## src/rtl/uart_param_core.sv

```systemverilog
// uart_param_core: parameterised UART with a TX FIFO, 16x oversampled RX,
// optional even/odd parity and one or two TX stop bits.
module uart_param_core #(
   parameter int CLK_DIV    = 4,
   parameter int DATA_W     = 8,
   parameter int PARITY     = 0,
   parameter int STOP_BITS  = 1,
   parameter int FIFO_DEPTH = 8
) (
   input  logic                        clk,
   input  logic                        rst,
   input  logic [DATA_W-1:0]           tx_data,
   input  logic                        tx_valid,
   output logic                        tx_ready,
   output logic [$clog2(FIFO_DEPTH):0] tx_level,
   output logic                        tx_busy,
   output logic                        txd,
   input  logic                        rxd,
   output logic [DATA_W-1:0]           rx_data,
   output logic                        rx_valid,
   input  logic                        rx_ready,
   output logic                        rx_frame_err,
   output logic                        rx_parity_err,
   output logic                        rx_overrun
);
   localparam int   AW      = $clog2(FIFO_DEPTH);
   localparam int   LW      = AW + 1;
   localparam int   BIT_CYC = 16 * CLK_DIV;
   localparam int   TCW     = $clog2(BIT_CYC);
   localparam int   PCW     = $clog2(CLK_DIV);
   localparam logic PAR_ODD = (PARITY == 2);

   typedef enum logic [2:0] {TX_IDLE, TX_START, TX_DATA, TX_PARITY, TX_STOP} tx_state_t;
   typedef enum logic [2:0] {RX_IDLE, RX_START, RX_DATA, RX_PARITY, RX_STOP} rx_state_t;

   // TX FIFO
   logic [DATA_W-1:0] fifo_mem [FIFO_DEPTH];
   logic [AW-1:0]     wr_ptr_q, wr_ptr_d, rd_ptr_q, rd_ptr_d;
   logic [LW-1:0]     level_q, level_d;
   logic              push, pop, fifo_empty;
   logic [DATA_W-1:0] fifo_head;

   // TX engine
   tx_state_t         tx_state_q, tx_state_d;
   logic [TCW-1:0]    tx_cnt_q, tx_cnt_d;
   logic [3:0]        tx_idx_q, tx_idx_d;
   logic [DATA_W-1:0] tx_shift_q, tx_shift_d;
   logic              tx_par_q, tx_par_d;
   logic              txd_q, txd_d, tx_busy_q, tx_busy_d;
   logic              tx_bit_end, tx_load;

   // RX engine
   logic              rx_s1_q, rx_s1_d, rx_s2_q, rx_s2_d;
   logic [PCW-1:0]    pre_q, pre_d;
   logic              os_tick;
   rx_state_t         rx_state_q, rx_state_d;
   logic [3:0]        rx_tick_q, rx_tick_d;
   logic [3:0]        rx_idx_q, rx_idx_d;
   logic [DATA_W-1:0] rx_shift_q, rx_shift_d;
   logic              rx_par_q, rx_par_d;
   logic [DATA_W-1:0] rx_data_q, rx_data_d;
   logic              rx_valid_q, rx_valid_d;
   logic              rx_ferr_q, rx_ferr_d, rx_perr_q, rx_perr_d;
   logic              rx_ovr_q, rx_ovr_d;
   logic              rx_sample, rx_done;

   assign fifo_empty = (level_q == '0);
   assign tx_ready   = (level_q != LW'(FIFO_DEPTH));
   assign push       = tx_valid && tx_ready;
   assign fifo_head  = fifo_mem[rd_ptr_q];
   assign tx_bit_end = (tx_cnt_q == TCW'(BIT_CYC - 1));
   assign os_tick    = (pre_q == PCW'(CLK_DIV - 1));
   assign rx_sample  = os_tick && (rx_tick_q == 4'd15);

   assign tx_level      = level_q;
   assign tx_busy       = tx_busy_q;
   assign txd           = txd_q;
   assign rx_data       = rx_data_q;
   assign rx_valid      = rx_valid_q;
   assign rx_frame_err  = rx_ferr_q;
   assign rx_parity_err = rx_perr_q;
   assign rx_overrun    = rx_ovr_q;

   // FIFO storage: write port only; the head word is captured into the TX shifter on pop
   always_ff @(posedge clk) begin
      if (push) fifo_mem[wr_ptr_q] <= tx_data;
   end

   // FIFO pointers and occupancy; a simultaneous push and pop leaves the level unchanged
   always_comb begin
      wr_ptr_d = wr_ptr_q;
      rd_ptr_d = rd_ptr_q;
      level_d  = level_q;
      if (push) wr_ptr_d = wr_ptr_q + AW'(1);
      if (pop)  rd_ptr_d = rd_ptr_q + AW'(1);
      if (push && !pop)      level_d = level_q + LW'(1);
      else if (pop && !push) level_d = level_q - LW'(1);
   end

   // TX frame sequencer; txd and tx_busy are registered from the next state so they never glitch
   always_comb begin
      tx_state_d = tx_state_q;
      tx_cnt_d   = tx_cnt_q + TCW'(1);
      tx_idx_d   = tx_idx_q;
      tx_shift_d = tx_shift_q;
      tx_par_d   = tx_par_q;
      tx_load    = 1'b0;
      case (tx_state_q)
         TX_IDLE: begin
            tx_cnt_d = '0;
            if (!fifo_empty) tx_load = 1'b1;
         end
         TX_START: if (tx_bit_end) begin
            tx_cnt_d   = '0;
            tx_idx_d   = '0;
            tx_state_d = TX_DATA;
         end
         TX_DATA: if (tx_bit_end) begin
            tx_cnt_d   = '0;
            tx_shift_d = tx_shift_q >> 1;
            if (tx_idx_q == 4'(DATA_W - 1)) begin
               tx_idx_d   = '0;
               tx_state_d = (PARITY != 0) ? TX_PARITY : TX_STOP;
            end else begin
               tx_idx_d = tx_idx_q + 4'd1;
            end
         end
         TX_PARITY: if (tx_bit_end) begin
            tx_cnt_d   = '0;
            tx_state_d = TX_STOP;
         end
         TX_STOP: if (tx_bit_end) begin
            tx_cnt_d = '0;
            if (tx_idx_q == 4'(STOP_BITS - 1)) begin
               tx_idx_d = '0;
               // chain straight into the next start bit when more data is waiting
               if (!fifo_empty) tx_load = 1'b1;
               else             tx_state_d = TX_IDLE;
            end else begin
               tx_idx_d = tx_idx_q + 4'd1;
            end
         end
         default: tx_state_d = TX_IDLE;
      endcase
      if (tx_load) begin
         tx_state_d = TX_START;
         tx_cnt_d   = '0;
         tx_shift_d = fifo_head;
         tx_par_d   = (^fifo_head) ^ PAR_ODD;
      end
      pop = tx_load;
      case (tx_state_d)
         TX_START:  txd_d = 1'b0;
         TX_DATA:   txd_d = tx_shift_d[0];
         TX_PARITY: txd_d = tx_par_d;
         default:   txd_d = 1'b1;
      endcase
      tx_busy_d = (tx_state_d != TX_IDLE);
   end

   // RX synchronizer, oversample prescaler, frame sampler and output holding register
   always_comb begin
      rx_s1_d    = rxd;
      rx_s2_d    = rx_s1_q;
      pre_d      = os_tick ? '0 : pre_q + PCW'(1);
      rx_state_d = rx_state_q;
      rx_tick_d  = os_tick ? rx_tick_q + 4'd1 : rx_tick_q;
      rx_idx_d   = rx_idx_q;
      rx_shift_d = rx_shift_q;
      rx_par_d   = rx_par_q;
      rx_data_d  = rx_data_q;
      rx_valid_d = rx_valid_q;
      rx_ferr_d  = rx_ferr_q;
      rx_perr_d  = rx_perr_q;
      rx_ovr_d   = 1'b0;
      rx_done    = 1'b0;
      case (rx_state_q)
         RX_IDLE: begin
            rx_tick_d = '0;
            if (!rx_s2_q) rx_state_d = RX_START;
         end
         RX_START: if (os_tick && rx_tick_q == 4'd7) begin
            // mid start bit: a high line here means the low was only a glitch
            rx_tick_d  = '0;
            rx_idx_d   = '0;
            rx_state_d = rx_s2_q ? RX_IDLE : RX_DATA;
         end
         RX_DATA: if (rx_sample) begin
            rx_shift_d = {rx_s2_q, rx_shift_q[DATA_W-1:1]};
            if (rx_idx_q == 4'(DATA_W - 1)) begin
               rx_idx_d   = '0;
               rx_state_d = (PARITY != 0) ? RX_PARITY : RX_STOP;
            end else begin
               rx_idx_d = rx_idx_q + 4'd1;
            end
         end
         RX_PARITY: if (rx_sample) begin
            rx_par_d   = rx_s2_q;
            rx_state_d = RX_STOP;
         end
         RX_STOP: if (rx_sample) begin
            rx_done    = 1'b1;
            rx_state_d = RX_IDLE;
         end
         default: rx_state_d = RX_IDLE;
      endcase
      if (rx_valid_q && rx_ready) rx_valid_d = 1'b0;
      if (rx_done) begin
         if (!rx_valid_q || rx_ready) begin
            rx_valid_d = 1'b1;
            rx_data_d  = rx_shift_q;
            rx_ferr_d  = ~rx_s2_q;
            rx_perr_d  = (PARITY != 0) && (((^rx_shift_q) ^ rx_par_q) != PAR_ODD);
         end else begin
            rx_ovr_d = 1'b1;
         end
      end
   end

   // State registers with synchronous reset
   always_ff @(posedge clk) begin
      if (rst) begin
         wr_ptr_q   <= '0;
         rd_ptr_q   <= '0;
         level_q    <= '0;
         tx_state_q <= TX_IDLE;
         tx_cnt_q   <= '0;
         tx_idx_q   <= '0;
         tx_shift_q <= '0;
         tx_par_q   <= 1'b0;
         txd_q      <= 1'b1;
         tx_busy_q  <= 1'b0;
         rx_s1_q    <= 1'b1;
         rx_s2_q    <= 1'b1;
         pre_q      <= '0;
         rx_state_q <= RX_IDLE;
         rx_tick_q  <= '0;
         rx_idx_q   <= '0;
         rx_shift_q <= '0;
         rx_par_q   <= 1'b0;
         rx_data_q  <= '0;
         rx_valid_q <= 1'b0;
         rx_ferr_q  <= 1'b0;
         rx_perr_q  <= 1'b0;
         rx_ovr_q   <= 1'b0;
      end else begin
         wr_ptr_q   <= wr_ptr_d;
         rd_ptr_q   <= rd_ptr_d;
         level_q    <= level_d;
         tx_state_q <= tx_state_d;
         tx_cnt_q   <= tx_cnt_d;
         tx_idx_q   <= tx_idx_d;
         tx_shift_q <= tx_shift_d;
         tx_par_q   <= tx_par_d;
         txd_q      <= txd_d;
         tx_busy_q  <= tx_busy_d;
         rx_s1_q    <= rx_s1_d;
         rx_s2_q    <= rx_s2_d;
         pre_q      <= pre_d;
         rx_state_q <= rx_state_d;
         rx_tick_q  <= rx_tick_d;
         rx_idx_q   <= rx_idx_d;
         rx_shift_q <= rx_shift_d;
         rx_par_q   <= rx_par_d;
         rx_data_q  <= rx_data_d;
         rx_valid_q <= rx_valid_d;
         rx_ferr_q  <= rx_ferr_d;
         rx_perr_q  <= rx_perr_d;
         rx_ovr_q   <= rx_ovr_d;
      end
   end
endmodule

```

## config.mk

```make
export PLATFORM = sky130hd
export DESIGN_NAME = uart_param_core
export DESIGN_NICKNAME = d
export VERILOG_FILES = /design/src/rtl/uart_param_core.sv
export SDC_FILE = /design/constraint.sdc
export NUM_CORES = 1
export LEC_CHECK = 0
export CORE_UTILIZATION = 50
export CTS_CLUSTER_DIAMETER = 100
export DETAILED_ROUTE_END_ITERATION = 12
export GPL_TIMING_DRIVEN = 0
export PLACE_DENSITY = 0.71
export RECOVER_POWER = 25
export SYNTH_ARGS = -nofsm -noshare
export SYNTH_HDL_FRONTEND = slang
export SYNTH_SLANG_ARGS = --single-unit
```

## constraint.sdc

```tcl
create_clock -name clk -period 2.87 [get_ports clk]
set_input_delay 0.4305 -clock clk [delete_from_list [all_inputs] [get_ports clk]]
set_output_delay 0.4305 -clock clk [all_outputs]
set_load 0.01 [all_outputs]
```

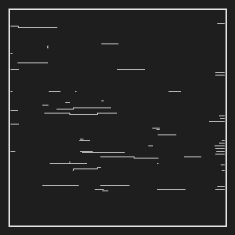
Figure 1: run 1, met3 routing.
(2 px per um)
main direction: horizontal
share of all routed wire: 3.8%
wire length on this layer: 389 um
nets with wire on the layer: 40
longest straight run: 21.2 um
met3 global-route usage: 5.630%
Total Wirelength: 10150 um
routed vias: 3455

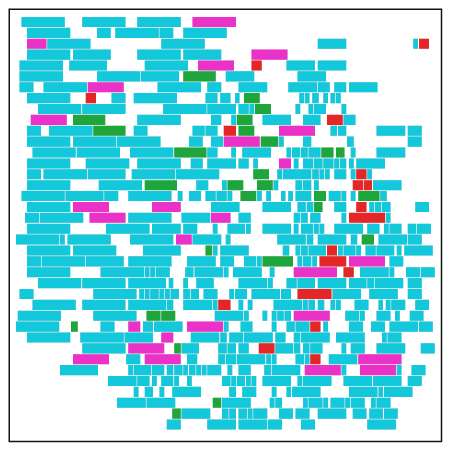
Figure 2: run 1, sizing map.
(4 px per um)
| colour | size | cells | share |
|---|---|---|---|
| magenta | drive 6 and up | 26 | 5.1% |
| red | drive 3 to 4 | 18 | 3.6% |
| cyan | drive 1 or less | 433 | 86% |
| green | drive 2 | 28 | 5.5% |

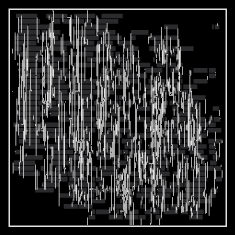
Figure 3: run 1, met2 routing.
(2 px per um) Cells faint in the background.
share of all routed wire: 50%
wire length on this layer: 5060 um
main direction: vertical
longest straight run: 51.7 um
met2 Use GR: 33.15%

==> flow_metrics.env, run 1 <==
# physical design summary
export IMPL_fin_total_pwr_uw=5993
export IMPL_share_comb_of_total_power_pct=24.9
export IMPL_fin_cells=645
export IMPL_crit_family="AND-OR/OR-AND gates"
export IMPL_crit_chain="inv_1, ha_1, nor3b_4, nand4_1, a221oi_2, inv_1, ha_4, inv_4, ha_1, a21o_1, a21oi_2, xnor2_1, or3_1, a21oi_1"
export IMPL_arrival_ps=3160
export IMPL_fin_ws_ps=157.4
export IMPL_finalHoldViolations=0
export IMPL_r2r_slack_ps=160
export IMPL_syn_to_final_growth_pct=20.76
export IMPL_ios=32
export IMPL_fp_util_pct=51.55
export IMPL_power_density_nw_per_um2=888.2
export IMPL_path_class="reg -> reg"
export IMPL_global_route_usage_met1_pct=22.71
export IMPL_min_from="rx_s1_q"
export IMPL_htree_levels=4
export IMPL_yosys_area_sq_um=5588
export IMPL_drc=0
export IMPL_first_global_vias=3371
export IMPL_ys_cells=439
export IMPL_crit_slowest_cell="dfxtp_4"
export IMPL_overflow=0
export IMPL_grt_busiest_layer="met2"
export IMPL_io_buffer_count=29
export IMPL_path_buffers=3
export IMPL_p_sw_share_pct=27.99
export IMPL_drive_gt1_share_pct=14.26
export IMPL_syn_area_sq_um=5588
export IMPL_cts_hold_buf=0
export IMPL_clkSinkCount=135
export IMPL_dp_worst_setup_slack_ps=-318.6
export IMPL_fin_tns_setup_ps=0
export IMPL_drv_slew=0
export IMPL_warnings=28
export IMPL_antenna_found_initial=0
export IMPL_grtUsageTotal_pct=19.41
export IMPL_worst_clock_skew_ps=5.974
export IMPL_required_ps=3320
export IMPL_top_cells_by_count="nor2_1, dfxtp_1, edfxtp_1"
export IMPL_cts_buffer_depth=2
export IMPL_dr_pass1_iters=4
export IMPL_flop_cell="dfxtp_1"
export IMPL_ys_ff=135
export IMPL_root_buffer="clkbuf_8"
export IMPL_fp_dieArea_sq_um=11600
export IMPL_fmax_mhz=368.7
export IMPL_r2r_start="tx_idx_q[0]"
export IMPL_postRouteAntennaNets=0
export IMPL_area_leaders="edfxtp_1, dfxtp_1, mux2i_1"
export IMPL_top_area_share_pct=34.39
export IMPL_chipHeight_um=107.7
export IMPL_postSynthSeqShare_pct=59.83
export IMPL_yosysWarningCount=0
export IMPL_drt_iter0_markers=122
export IMPL_final_area_sq_um=6748
export IMPL_status="completed"
export IMPL_edf_count=64
export IMPL_cts_tree="yes"
export IMPL_yosys_area_top_type="edfxtp_1"
export IMPL_seqPwrFrac_pct=38.7
export IMPL_grt_pass1_wl_um=16530
export IMPL_place_gp_congestion=0.8024
export IMPL_hold_path_class="reg -> reg"
export IMPL_p_sw_uw=1677
export IMPL_syn_num_nets=464
export IMPL_peakVddDrop_v=0.0004760
export IMPL_placed_area_sq_um=6063
export IMPL_crit_fanout=3
export IMPL_most_common_cell="nor2_1"
export IMPL_whs_ps=407.3
export IMPL_slowest_delay_ps=340
export IMPL_worst_pin_slew_ps=939.2
export IMPL_place_hpwl_um=6633
export IMPL_maxCapViolCount=0
export IMPL_startpoint="tx_idx_q[0]"
export IMPL_routed_via_density=5.357
export IMPL_slew_headroom_pct=37.15
export IMPL_crit_path_start_kind="register"
export IMPL_antenna_cells=0
export IMPL_clk_pin_slew_ps=60
export IMPL_synthDistinctLibCells=47
export IMPL_wl_per_cell_um=15.74
-- run 1: worst paths after layout --
kind | cells after the start | end
min reg2reg | 1 | rx_s2_q
min | 1 | rx_s2_q
max reg2reg | 14 | tx_level[3]
max | 14 | tx_level[3]
-- run 1: power by group through the flow --
stage	combinational [uW]	clock, uW	sequential [uW]
floorplan	1080	0	2350
global placement	1370	0	2350
detailed placement	1400	0	2360
CTS	1440	2210	2320
global route	1650	2300	2340
finish	1490	2180	2320
-- run 1: flip-flops by register name, summed over array words and instances, names as in the netlist, named ones only --
| name | flops |
|---|---|
| fifo_mem | 64 |
| pre_q | 2 |
| rd_ptr_q | 3 |
| rx_data | 8 |
| rx_frame_err | 1 |
| rx_idx_q | 4 |
| rx_overrun | 1 |
| rx_s1_q | 1 |
| rx_s2_q | 1 |
| rx_shift_q | 8 |
| rx_state_q | 3 |
| rx_tick_q | 4 |
| rx_valid | 1 |
| tx_busy | 1 |
| tx_cnt_q | 6 |
| tx_idx_q | 4 |
| tx_level | 4 |
| tx_par_q | 1 |
| tx_shift_q | 8 |
| tx_state_q | 3 |
| txd | 1 |
| wr_ptr_q | 3 |
-- run 1: layout by cell type (no fill, tap or decap), types with 9 or more instances in the layout --
| cell | synthesis | routed |
|---|---|---|
| clkbuf_16 | 0 | 16 |
| edfxtp_1 | 64 | 64 |
| mux2i_1 | 29 | 29 |
| nor2_1 | 75 | 75 |
| clkdlybuf4s50_1 | 0 | 22 |
| ha_1 | 11 | 10 |
| a21oi_1 | 14 | 13 |
| dfxtp_1 | 71 | 69 |
| nand2_1 | 12 | 12 |
| mux4_1 | 11 | 11 |
| a211oi_1 | 9 | 9 |
| clkbuf_1 | 17 | 18 |
| xnor2_1 | 15 | 15 |
-- run 1: timing repair --
action,in CTS,in global routing
setup buffers,1,4
gates resized,4,8
endpoints found under the setup margin,1,1
pin swaps,2,6
-- run 1: logic make-up (layout without fill, tap and decap cells) --
group / Yosys count / in the layout / synth area share [%]
AND-OR/OR-AND: 45 / 45 / 5.173
XOR/XNOR: 22 / 22 / 3.448
adder cells (fa/ha/maj): 12 / 12 / 2.821
buffers and inverters: 31 / 97 / 2.620
flip-flops: 135 / 135 / 59.83
multiplexers: 53 / 53 / 13.99
other: 1 / 1 / 0.06711
AND/OR/NAND/NOR: 140 / 140 / 12.05
-- run 1: metal layers --
metal	wire [um]	share of wire (%)	vias up
met5	0	0	-
met4	189	1.9	0
met3	389	3.8	16
met2	5057	50	78
met1	4517	44	1659
li1	-	-	1702
-- run 1: worst reg2reg max path: stages (launching register included) --
cell,delay [ps]
dfxtp_4,340
inv_1,50
ha_1,130
nor3b_4,210
nand4_1,190
a221oi_2,330
inv_1,120
ha_4,190
inv_4,60
ha_1,220
a21o_1,160
a21oi_2,120
xnor2_1,90
or3_1,300
a21oi_1,120
-- run 1: area by class of cell --
class	count	area [sq um]
buffer	22	112.6
clock buffer	19	431.7
clock inverter	13	168.9
fill	828	4093
inverter	9	36.28
multi-input combinational	273	2147
sequential	135	3348
tap	140	175.2
timing repair buffer	34	327.8
==> run 1 -> run 2 <==
--- a/config.mk
+++ b/config.mk
@@ -6,6 +6,7 @@
 export NUM_CORES = 1
 export LEC_CHECK = 0
 export CORE_UTILIZATION = 50
+export CTS_BUF_LIST = sky130_fd_sc_hd__clkbuf_16
 export CTS_CLUSTER_DIAMETER = 100
 export DETAILED_ROUTE_END_ITERATION = 12
 export GPL_TIMING_DRIVEN = 0
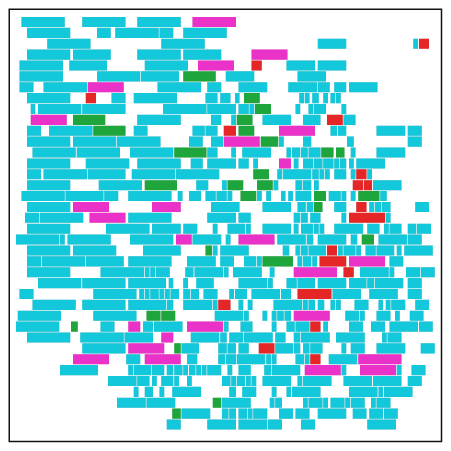
Figure 4: run 2, sizing map.
(4 px per um)
| colour | size | cells | share |
|---|---|---|---|
| green | drive 2 | 28 | 5.5% |
| red | drive 3 to 4 | 18 | 3.6% |
| magenta | drive 6 and up | 25 | 5.0% |
| cyan | drive 1 or less | 434 | 86% |
nonclk buf count: 56
Finished Cell Area: 6749 sq um

==> run 2 against run 1 <==
Critical path depth stayed put. Maximum frequency hardly changed. Sequential power hardly changed. Largest power group unchanged.
==> flow_metrics.env, run 2 <==
# physical design summary
export IMPL_layout_top_cell="nor2_1"
export IMPL_io_buffer_count=29
export IMPL_final_cell_mix="nor2_1, dfxtp_1, edfxtp_1, mux2i_1, clkdlybuf4s50_1"
export IMPL_crit_fanout=3
export IMPL_overflow=0
export IMPL_adder_share_pct=2.821
export IMPL_chipHeight_um=107.7
export IMPL_first_global_vias=3359
export IMPL_crit_path_start_kind="register"
export IMPL_fp_util_pct=51.55
export IMPL_maxCapViolCount=0
export IMPL_place_hpwl_um=6633
export IMPL_yosys_area_sq_um=5588
export IMPL_regArea_sq_um=3348
export IMPL_postSynthSeqShare_pct=59.83
export IMPL_ios=32
export IMPL_yosys_area_top_type="edfxtp_1"
export IMPL_most_common_cell="nor2_1"
export IMPL_required_ps=3210
export IMPL_grtUsageTotal_pct=19.51
export IMPL_routed_via_density=5.318
export IMPL_yosysWarningCount=0
export IMPL_top_area_share_pct=34.39
export IMPL_top_cells_by_count="nor2_1, dfxtp_1, edfxtp_1"
export IMPL_wl_per_cell_um=15.74
export IMPL_edf_count=64
export IMPL_drt_iter0_markers=125
export IMPL_cts_tree="yes"
export IMPL_antenna_cells=0
export IMPL_hold_path_class="reg -> reg"
export IMPL_top_register="fifo_mem"
export IMPL_logic_family="multiplexers"
export IMPL_fin_ws_ps=158.3
export IMPL_fin_total_pwr_uw=6002
export IMPL_dr_pass1_iters=4
export IMPL_nFillCells=826
export IMPL_ys_ff=135
export IMPL_fmax_mhz=368.8
export IMPL_placed_area_sq_um=6063
export IMPL_muxShareOfSynthArea_pct=13.99
export IMPL_finalHoldViolations=0
export IMPL_path_class="reg -> reg"
export IMPL_status="completed"
export IMPL_slew_headroom_pct=36.75
export IMPL_worst_pin_slew_ps=945.3
export IMPL_clk_pin_slew_ps=60
export IMPL_htree_levels=4
export IMPL_fp_dieArea_sq_um=11600
export IMPL_power_density_nw_per_um2=889.3
export IMPL_clkSinkCount=135
export IMPL_root_buffer="clkbuf_16"
export IMPL_drv_slew=0
export IMPL_cts_hold_buf=0
export IMPL_arrival_ps=3050
export IMPL_xor_area_share_pct=3.448
export IMPL_peakVddDrop_v=0.0004948
export IMPL_worst_clock_skew_ps=5.814
export IMPL_area_leaders="edfxtp_1, dfxtp_1, mux2i_1"
export IMPL_ys_sh_aoi_pct=5.172
export IMPL_drive_gt1_share_pct=14.06
export IMPL_flop_cell="dfxtp_1"
export IMPL_place_gp_congestion=0.8024
export IMPL_drc=0
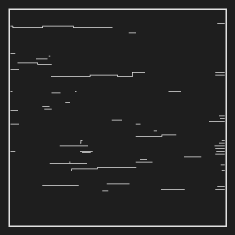
Figure 5: run 2, met3 routing.
(2 px per um)
share of all routed wire: 3.9%
main direction: horizontal
longest straight run: 19.3 um
nets with wire on the layer: 39
met3 global-route usage: 6.356%
routed vias: 3430
Total Wirelength: 10160 um

[run 2: cell count changes in the layout (fill, tap and decap cells not counted), sizes merged]
cell	delta
clkbuf	-2
clkinv	+1
inv	+1
[run 2: worst paths after layout]
| kind | startpoint | endpoint | slack (ps) | depth (start not counted) |
|---|---|---|---|---|
| worst max-delay path | tx_idx_q[0] | tx_level[3] | 160 | 14 |
| worst min-delay path | rx_s1_q | rx_s2_q | 410 | 1 |
| worst max register to register | tx_idx_q[0] | tx_level[3] | 160 | 14 |
| worst min register to register | rx_s1_q | rx_s2_q | 410 | 1 |
[run 2: cells by family (layout without fill, tap and decap cells)]
family	count (synthesis)	count (layout)
buffers and inverters	31	97
XOR/XNOR	22	22
AND/OR/NAND/NOR	140	140
adder cells (fa/ha/maj)	12	12
AND-OR/OR-AND	45	45
flip-flops	135	135
multiplexers	53	53
other	1	1
[run 2: repair_timing]
action,in CTS,in global routing
resized,4,8
endpoints found under the setup margin,1,1
pin swaps,2,6
cloned,0,0
setup buffers,1,4
[run 2: area by class of cell]
class / count / share of cell area [%]
sequential: 135 / 49.61
buffer: 22 / 1.669
tap: 140 / 2.595
clock inverter: 15 / 2.614
inverter: 9 / 0.5376
timing repair buffer: 34 / 4.857
clock buffer: 17 / 6.303
multi-input combinational: 273 / 31.81
[run 2: per-stage QoR]
stage | TNS (ps) | cells | hold slack [ps]
floorplan | 0 | 439 | 389.5
global placement | -3279 | 608 | 392.5
detailed placement | -318.6 | 608 | 396.7
CTS | 0 | 641 | 406.2
global route | -18.38 | 645 | 432.7
finish | 0 | 645 | 407.2
[run 2: routing by layer]
metal  track usage, %  up-vias  wire (um)
li1                 -     1701          -
met1            22.67     1641       4539
met2            33.15       73       5037
met3            6.356       15        390
met4            7.926        0        187
met5                0        -          0
[run 2: worst max-delay path: stages (launching register included)]
cell	delay [ps]
dfxtp_4	340
inv_1	50
ha_1	140
nor3b_4	210
nand4_1	190
a221oi_2	330
inv_1	120
ha_4	190
inv_4	60
ha_1	220
a21o_1	160
a21oi_2	120
xnor2_1	90
or3_1	300
a21oi_1	120
[run 2: power breakdown]
group | internal (uW) | switching (uW)
registers | 2210 | 108
logic | 750 | 744
clock network | 1370 | 822
Power is estimated from default activity; no workload was simulated.
